$ cat src/rtl/pipe_pkg.sv
// Shared definitions for the pipeline hazard controller: instruction field
// positions, the NOP encoding and the controller state type.
package pipe_pkg;

  localparam logic [31:0] NOP_INSTR = 32'hF800_0000;

  localparam int OP_MSB = 31;
  localparam int OP_LSB = 27;
  localparam int RS_MSB = 26;
  localparam int RS_LSB = 22;
  localparam int RT_MSB = 21;
  localparam int RT_LSB = 17;

  localparam logic [4:0] NOP_OPCODE = NOP_INSTR[OP_MSB:OP_LSB];

  typedef enum logic [1:0] {
    RUN        = 2'd0,
    MUL_WAIT   = 2'd1,
    FETCH_WAIT = 2'd2
  } state_t;

  // True when the load in EX writes a register read by the IF/ID instruction.
  // rt is always compared, so immediate forms may stall needlessly.
  function automatic logic load_use_hit(input logic [31:0] instr,
                                        input logic        mem_read,
                                        input logic [4:0]  rd);
    logic [4:0] rs;
    logic [4:0] rt;
    rs = instr[RS_MSB:RS_LSB];
    rt = instr[RT_MSB:RT_LSB];
    return mem_read && (rd != 5'd0) && ((rd == rs) || (rd == rt));
  endfunction

endpackage

$ cat src/rtl/sat_counter.sv
// Saturating up-counter used for the stall and flush statistics.
module sat_counter #(
  parameter int CNT_W = 16
) (
  input  logic             clk,
  input  logic             rst,
  input  logic             inc,
  output logic [CNT_W-1:0] count
);

  // Count up on inc, stick at all-ones instead of wrapping.
  always_ff @(posedge clk) begin
    if (rst) begin
      count <= '0;
    end else if (inc && (count != {CNT_W{1'b1}})) begin
      count <= count + 1'b1;
    end
  end

endmodule

$ cat src/rtl/pipeline_hazard_ctrl.sv
// Central stall/flush sequencer for the 5-stage pipeline. Control outputs are
// combinational from the current state and inputs; state, the multiply
// down-counter and the statistics counters are registered.
module pipeline_hazard_ctrl
  import pipe_pkg::*;
#(
  parameter int MUL_CYCLES = 4,
  parameter int CNT_W      = 16
) (
  input  logic             clk,
  input  logic             rst,
  input  logic [31:0]      id_instr,
  input  logic             ex_mem_read,
  input  logic [4:0]       ex_rd,
  input  logic             ex_mul_start,
  input  logic             branch_taken,
  input  logic             imem_ready,
  output logic             pc_write,
  output logic             ifid_write,
  output logic             ifid_flush,
  output logic             idex_write,
  output logic             idex_flush,
  output logic [1:0]       busy_state,
  output logic [CNT_W-1:0] stall_cnt,
  output logic [CNT_W-1:0] flush_cnt
);

  // Wide enough to hold MUL_CYCLES-2, at least one bit.
  localparam int MC_W = (MUL_CYCLES > 2) ? $clog2(MUL_CYCLES) : 1;

  state_t          state_reg;
  state_t          state_next;
  logic [MC_W-1:0] mul_cnt_reg;
  logic [MC_W-1:0] mul_cnt_next;
  logic            stall_inc;
  logic            flush_inc;
  logic            load_use;
  logic            unused_bits;

  // A flushed NOP in IF/ID never requests a load-use stall.
  assign load_use = (id_instr[OP_MSB:OP_LSB] != NOP_OPCODE) &&
                    load_use_hit(id_instr, ex_mem_read, ex_rd);
  assign unused_bits = ^id_instr[RT_LSB-1:0];
  assign busy_state  = state_reg;

  // State and multiply down-counter; reset also aborts a multiply in flight.
  always_ff @(posedge clk) begin
    if (rst) begin
      state_reg   <= RUN;
      mul_cnt_reg <= '0;
    end else begin
      state_reg   <= state_next;
      mul_cnt_reg <= mul_cnt_next;
    end
  end

  // Next-state and control outputs, prioritised branch > mul > load-use > fetch.
  always_comb begin
    pc_write     = 1'b1;
    ifid_write   = 1'b1;
    ifid_flush   = 1'b0;
    idex_write   = 1'b1;
    idex_flush   = 1'b0;
    state_next   = state_reg;
    mul_cnt_next = mul_cnt_reg;
    stall_inc    = 1'b0;
    flush_inc    = 1'b0;
    case (state_reg)
      RUN, FETCH_WAIT: begin
        state_next = RUN;
        if (branch_taken) begin
          ifid_flush = 1'b1;
          idex_flush = 1'b1;
          flush_inc  = 1'b1;
        end else if (ex_mul_start) begin
          pc_write     = 1'b0;
          ifid_write   = 1'b0;
          idex_write   = 1'b0;
          mul_cnt_next = MC_W'(MUL_CYCLES - 2);
          // A two-cycle multiply only needs the start cycle frozen.
          state_next   = (MUL_CYCLES > 2) ? MUL_WAIT : RUN;
        end else if (load_use) begin
          // ifid_write=0 also holds an invalid fetch, so no separate flush.
          pc_write   = 1'b0;
          ifid_write = 1'b0;
          idex_flush = 1'b1;
          stall_inc  = 1'b1;
        end else if (!imem_ready) begin
          pc_write   = 1'b0;
          ifid_flush = 1'b1;
          stall_inc  = 1'b1;
          state_next = FETCH_WAIT;
        end
      end
      MUL_WAIT: begin
        pc_write   = 1'b0;
        ifid_write = 1'b0;
        idex_write = 1'b0;
        stall_inc  = 1'b1;
        // Counter holds remaining MUL_WAIT cycles; the one at 1 is the last.
        if (mul_cnt_reg <= MC_W'(1)) begin
          state_next = RUN;
        end else begin
          mul_cnt_next = mul_cnt_reg - 1'b1;
        end
      end
      default: begin
        state_next = RUN;
      end
    endcase
    if (rst) begin
      pc_write   = 1'b0;
      ifid_write = 1'b0;
      ifid_flush = 1'b1;
      idex_write = 1'b0;
      idex_flush = 1'b1;
      stall_inc  = 1'b0;
      flush_inc  = 1'b0;
    end
  end

  sat_counter #(.CNT_W(CNT_W)) u_stall_cnt (
    .clk   (clk),
    .rst   (rst),
    .inc   (stall_inc),
    .count (stall_cnt)
  );

  sat_counter #(.CNT_W(CNT_W)) u_flush_cnt (
    .clk   (clk),
    .rst   (rst),
    .inc   (flush_inc),
    .count (flush_cnt)
  );

endmodule

$ cat config.mk
export PLATFORM = sky130hd
export DESIGN_NAME = pipeline_hazard_ctrl
export DESIGN_NICKNAME = d
export VERILOG_FILES = /design/src/rtl/pipe_pkg.sv /design/src/rtl/sat_counter.sv /design/src/rtl/pipeline_hazard_ctrl.sv
export SDC_FILE = /design/constraint.sdc
export NUM_CORES = 1
export LEC_CHECK = 0
export CAP_MARGIN = 20
export CORE_UTILIZATION = 43
export DETAILED_ROUTE_END_ITERATION = 7
export PLACE_DENSITY_LB_ADDON = 0.12
export SKIP_CTS_REPAIR_TIMING = 1
export SLEW_MARGIN = 20
export SYNTH_ARGS = -nofsm -noshare
export SYNTH_HDL_FRONTEND = slang
export SYNTH_SLANG_ARGS = --single-unit
export TNS_END_PERCENT = 20
$ cat constraint.sdc
create_clock -name clk -period 3.5 [get_ports clk]
set_input_delay 1.05 -clock clk [delete_from_list [all_inputs] [get_ports clk]]
set_output_delay 1.05 -clock clk [all_outputs]
set_load 0.02 [all_outputs]
layer_met1.png
The bar under the picture is 20 µm long. Supply wires on this layer in gray.
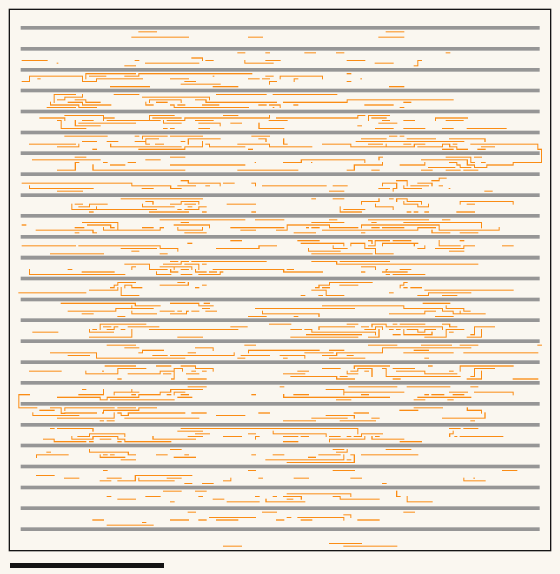
- share of all routed wire: 46%
- main direction: horizontal
- wire length on this layer: 2210 µm
- nets with wire on the layer: 306
- longest straight run: 23.0 µm

layer_met2.png
The bar under the picture is 20 µm long.
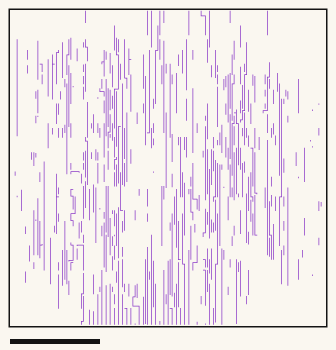
- wire length on this layer: 2310 µm
- nets with wire on the layer: 280
- main direction: vertical
- share of all routed wire: 48%

layer_met3.png
Cells faint in the background.
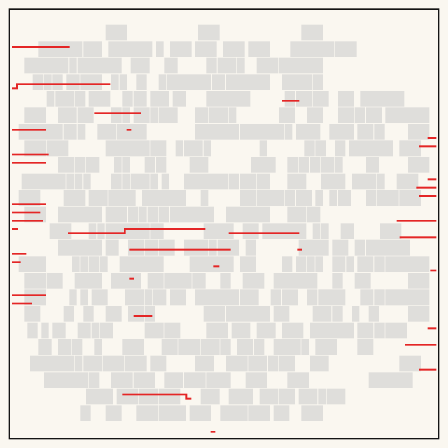
- longest straight run: 16.3 µm
- nets with wire on the layer: 29
- main direction: horizontal

clk_routes.png
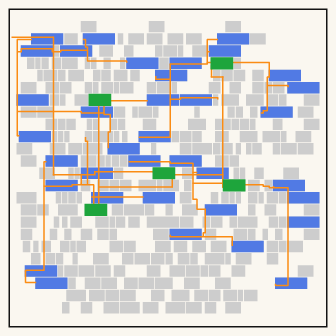
- clock wires: orange (length 516 µm)
- clock drivers: green (count 5)
- flip-flops: blue (count 36)
- routed clock nets: 6

power by group through the flow:
stage / combinational, W / clock [W] / sequential [W]
5_1_grt: 0.000147 / 0.000307 / 0.000424
4_1_cts: 0.000136 / 0.000292 / 0.000423
6_report: 0.000135 / 0.000279 / 0.000423
3_3_place_gp: 0.000134 / 0 / 0.000432
2_1_floorplan: 0.0000614 / 0 / 0.000436
3_5_place_dp: 0.000136 / 0 / 0.000432
logic make-up (layout without fill, tap and decap cells):
| family | Yosys count | count (layout) |
|---|---|---|
| compound gates | 48 | 48 |
| buf+inv | 19 | 88 |
| simple gates | 114 | 114 |
| flops | 36 | 36 |
| fa+ha+maj | 3 | 3 |
| mux | 4 | 4 |
| xor+xnor | 22 | 22 |
area by class of cell:
type / instances / area (µm²)
multi-input combinational: 191 / 1210
tap: 52 / 65.1
clock inverter: 1 / 5.00
timing repair buffer: 76 / 732
inverter: 5 / 18.8
fill: 375 / 1590
clock buffer: 6 / 72.6
sequential: 36 / 721
metrics by stage:
stage	setup WS [ps]	setup TNS (ps)	utilization, %	cell area (µm²)
2_1_floorplan	47.5	0	-	2010
3_3_place_gp	-847	-3260	62.1	2740
3_5_place_dp	-859	-3300	62.1	2740
4_1_cts	-868	-3340	63.9	2820
5_1_grt	-97.5	-223	64.1	2830
6_report	2.73	0	64.1	2830
critical path, cell delays in order:
cell and delay (ps):
sky130_fd_sc_hd__clkdlybuf4s50_1 470, sky130_fd_sc_hd__xnor2_1 120, sky130_fd_sc_hd__nand3_1 110, sky130_fd_sc_hd__o22ai_2 240, sky130_fd_sc_hd__a21oi_2 110, sky130_fd_sc_hd__nor3_1 140, sky130_fd_sc_hd__nor2_1 60, sky130_fd_sc_hd__clkbuf_2 150
==> impl_results.html <==
<h3>Flow metrics</h3>
<table>
<tr><th>Metric</th><th>Value</th></tr>
<tr><th colspan="2">Synthesis</th></tr>
<tr><td>Area leader, netlist</td><td>sky130_fd_sc_hd__dfxtp_1</td></tr>
<tr><td>Number of cells in the yosys synthesis report</td><td>246</td></tr>
<tr><td>Proportion of synthesized area in mux cells</td><td>2.18%</td></tr>
<tr><td>Synthesis Warnings</td><td>0</td></tr>
<tr><td>Number of synthesized flops with an enable pin</td><td>0</td></tr>
<tr><td>Main logic family after synthesis</td><td>simple AND/OR/NAND/NOR gates</td></tr>
<tr><td>Xor and xnor area share after synthesis</td><td>9.60%</td></tr>
<tr><td>Average footprint of a synthesized cell</td><td>8.16 µm²</td></tr>
<tr><td>Chip Area, Yosys</td><td>2010 µm²</td></tr>
<tr><td>Complex Gates by Area</td><td>14.9%</td></tr>
<tr><td>Flip-flop and latch count after synthesis</td><td>36</td></tr>
<tr><td>Async set-reset flop share out of synthesis</td><td>0%</td></tr>
<tr><td>Adder-cell share of the synthesized area</td><td>1.87%</td></tr>
<tr><td>Top FF cell, synth</td><td>sky130_fd_sc_hd__dfxtp_1</td></tr>
<tr><td>Post-Syn Instances</td><td>246</td></tr>
<tr><th colspan="2">STA</th></tr>
<tr><td>Relative slew margins</td><td>69.2%</td></tr>
<tr><td>Max Transition Viols Final</td><td>0</td></tr>
<tr><td>Final Hold Slack</td><td>506 ps</td></tr>
<tr><td>Final period demand of the worst path</td><td>3500 ps</td></tr>
<tr><td>Final setup skew</td><td>4.90 ps</td></tr>
<tr><td>Count of endpoints failing hold in the final timing report</td><td>0</td></tr>
<tr><td>Portion of the clock cycle consumed by the worst path in the final layout</td><td>99.9%</td></tr>
<tr><td>Worst Tran Pin Value</td><td>458 ps</td></tr>
<tr><th colspan="2">Setup path</th></tr>
<tr><td>End of the worst register-to-register path</td><td>u_stall_cnt.count[5]</td></tr>
<tr><td>Maximum net fanout on the critical path</td><td>3</td></tr>
<tr><td>Critical setup path kind</td><td>primary input to primary output</td></tr>
<tr><td>Data arrival, critical path</td><td>2450 ps</td></tr>
<tr><td>Critical Path RT</td><td>2450 ps</td></tr>
<tr><td>Sort of element at the end of the critical path</td><td>primary output</td></tr>
<tr><td>R2R Path Start</td><td>busy_state[0]</td></tr>
<tr><td>Slack of the worst reg-to-reg path</td><td>1560 ps</td></tr>
<tr><th colspan="2">Pwr</th></tr>
<tr><td>Switching pwr</td><td>0.000215 W</td></tr>
<tr><td>Switching share of power</td><td>25.7%</td></tr>
<tr><td>Cell internal power dissipation</td><td>0.000622 W</td></tr>
<tr><td>LEAKAGE</td><td>1.01 nW</td></tr>
<tr><td>Fraction of power consumed by the clock network</td><td>33.3%</td></tr>
<tr><td>Sequential group share of total power</td><td>50.5%</td></tr>
<tr><th colspan="2">GRT</th></tr>
<tr><td>Maximum number of pins on one net before global-route repair</td><td>42</td></tr>
<tr><td>Via count of the first global-routing pass</td><td>1860</td></tr>
<tr><td>Routing usage on met2</td><td>35.2%</td></tr>
<tr><td>Antenna violations before repair</td><td>0</td></tr>
<tr><th colspan="2">Clock tree</th></tr>
<tr><td>Clock latency on the worst-skew pair</td><td>290 ps</td></tr>
<tr><td>Root cell of the clock tree</td><td>sky130_fd_sc_hd__clkbuf_8</td></tr>
<tr><td>Clock transition at the registers of the reported paths</td><td>70 ps</td></tr>
<tr><td>TritonCTS Buffers</td><td>5</td></tr>
<tr><td>H-tree levels</td><td>2</td></tr>
<tr><th colspan="2">Worst hold path</th></tr>
<tr><td>Hold wc startpoint</td><td>u_stall_cnt.count[12]</td></tr>
<tr><th colspan="2">Floorplanning</th></tr>
<tr><td>Row cnt</td><td>24</td></tr>
<tr><td>DIE WIDTH</td><td>70.3 µm</td></tr>
<tr><td>Init Core Util</td><td>45.5%</td></tr>
<tr><td>Die area</td><td>4950 µm²</td></tr>
<tr><th colspan="2">Detailed routing</th></tr>
<tr><td>Detailed Routing Iterations Pass 1</td><td>4</td></tr>
<tr><td>Wire length on met1</td><td>2210 µm</td></tr>
<tr><td>Met3 layer wire length in the routed design</td><td>177 µm</td></tr>
<tr><td>Total via count after detailed routing</td><td>1970</td></tr>
<tr><td>DR DRC count</td><td>0</td></tr>
<tr><td>Uppermost signal routing layer after detailed routing</td><td>met4</td></tr>
<tr><th colspan="2">Finish</th></tr>
<tr><td>Post-layout instance count excluding filler cells</td><td>367</td></tr>
<tr><td>Commonest cells after routing, fill and taps aside</td><td>sky130_fd_sc_hd__clkdlybuf4s50_1, sky130_fd_sc_hd__dfxtp_1, sky130_fd_sc_hd__nor2_1</td></tr>
<tr><th colspan="2">Outcome</th></tr>
<tr><td>Run status</td><td>completed</td></tr>
<tr><th colspan="2">Placement</th></tr>
<tr><td>Gp weighted congestion</td><td>0.771</td></tr>
<tr><th colspan="2">Flow run</th></tr>
<tr><td>Tally of OpenROAD warnings</td><td>44</td></tr>
</table>
Power figures rest on the tool's default switching activity, not on a simulated workload.
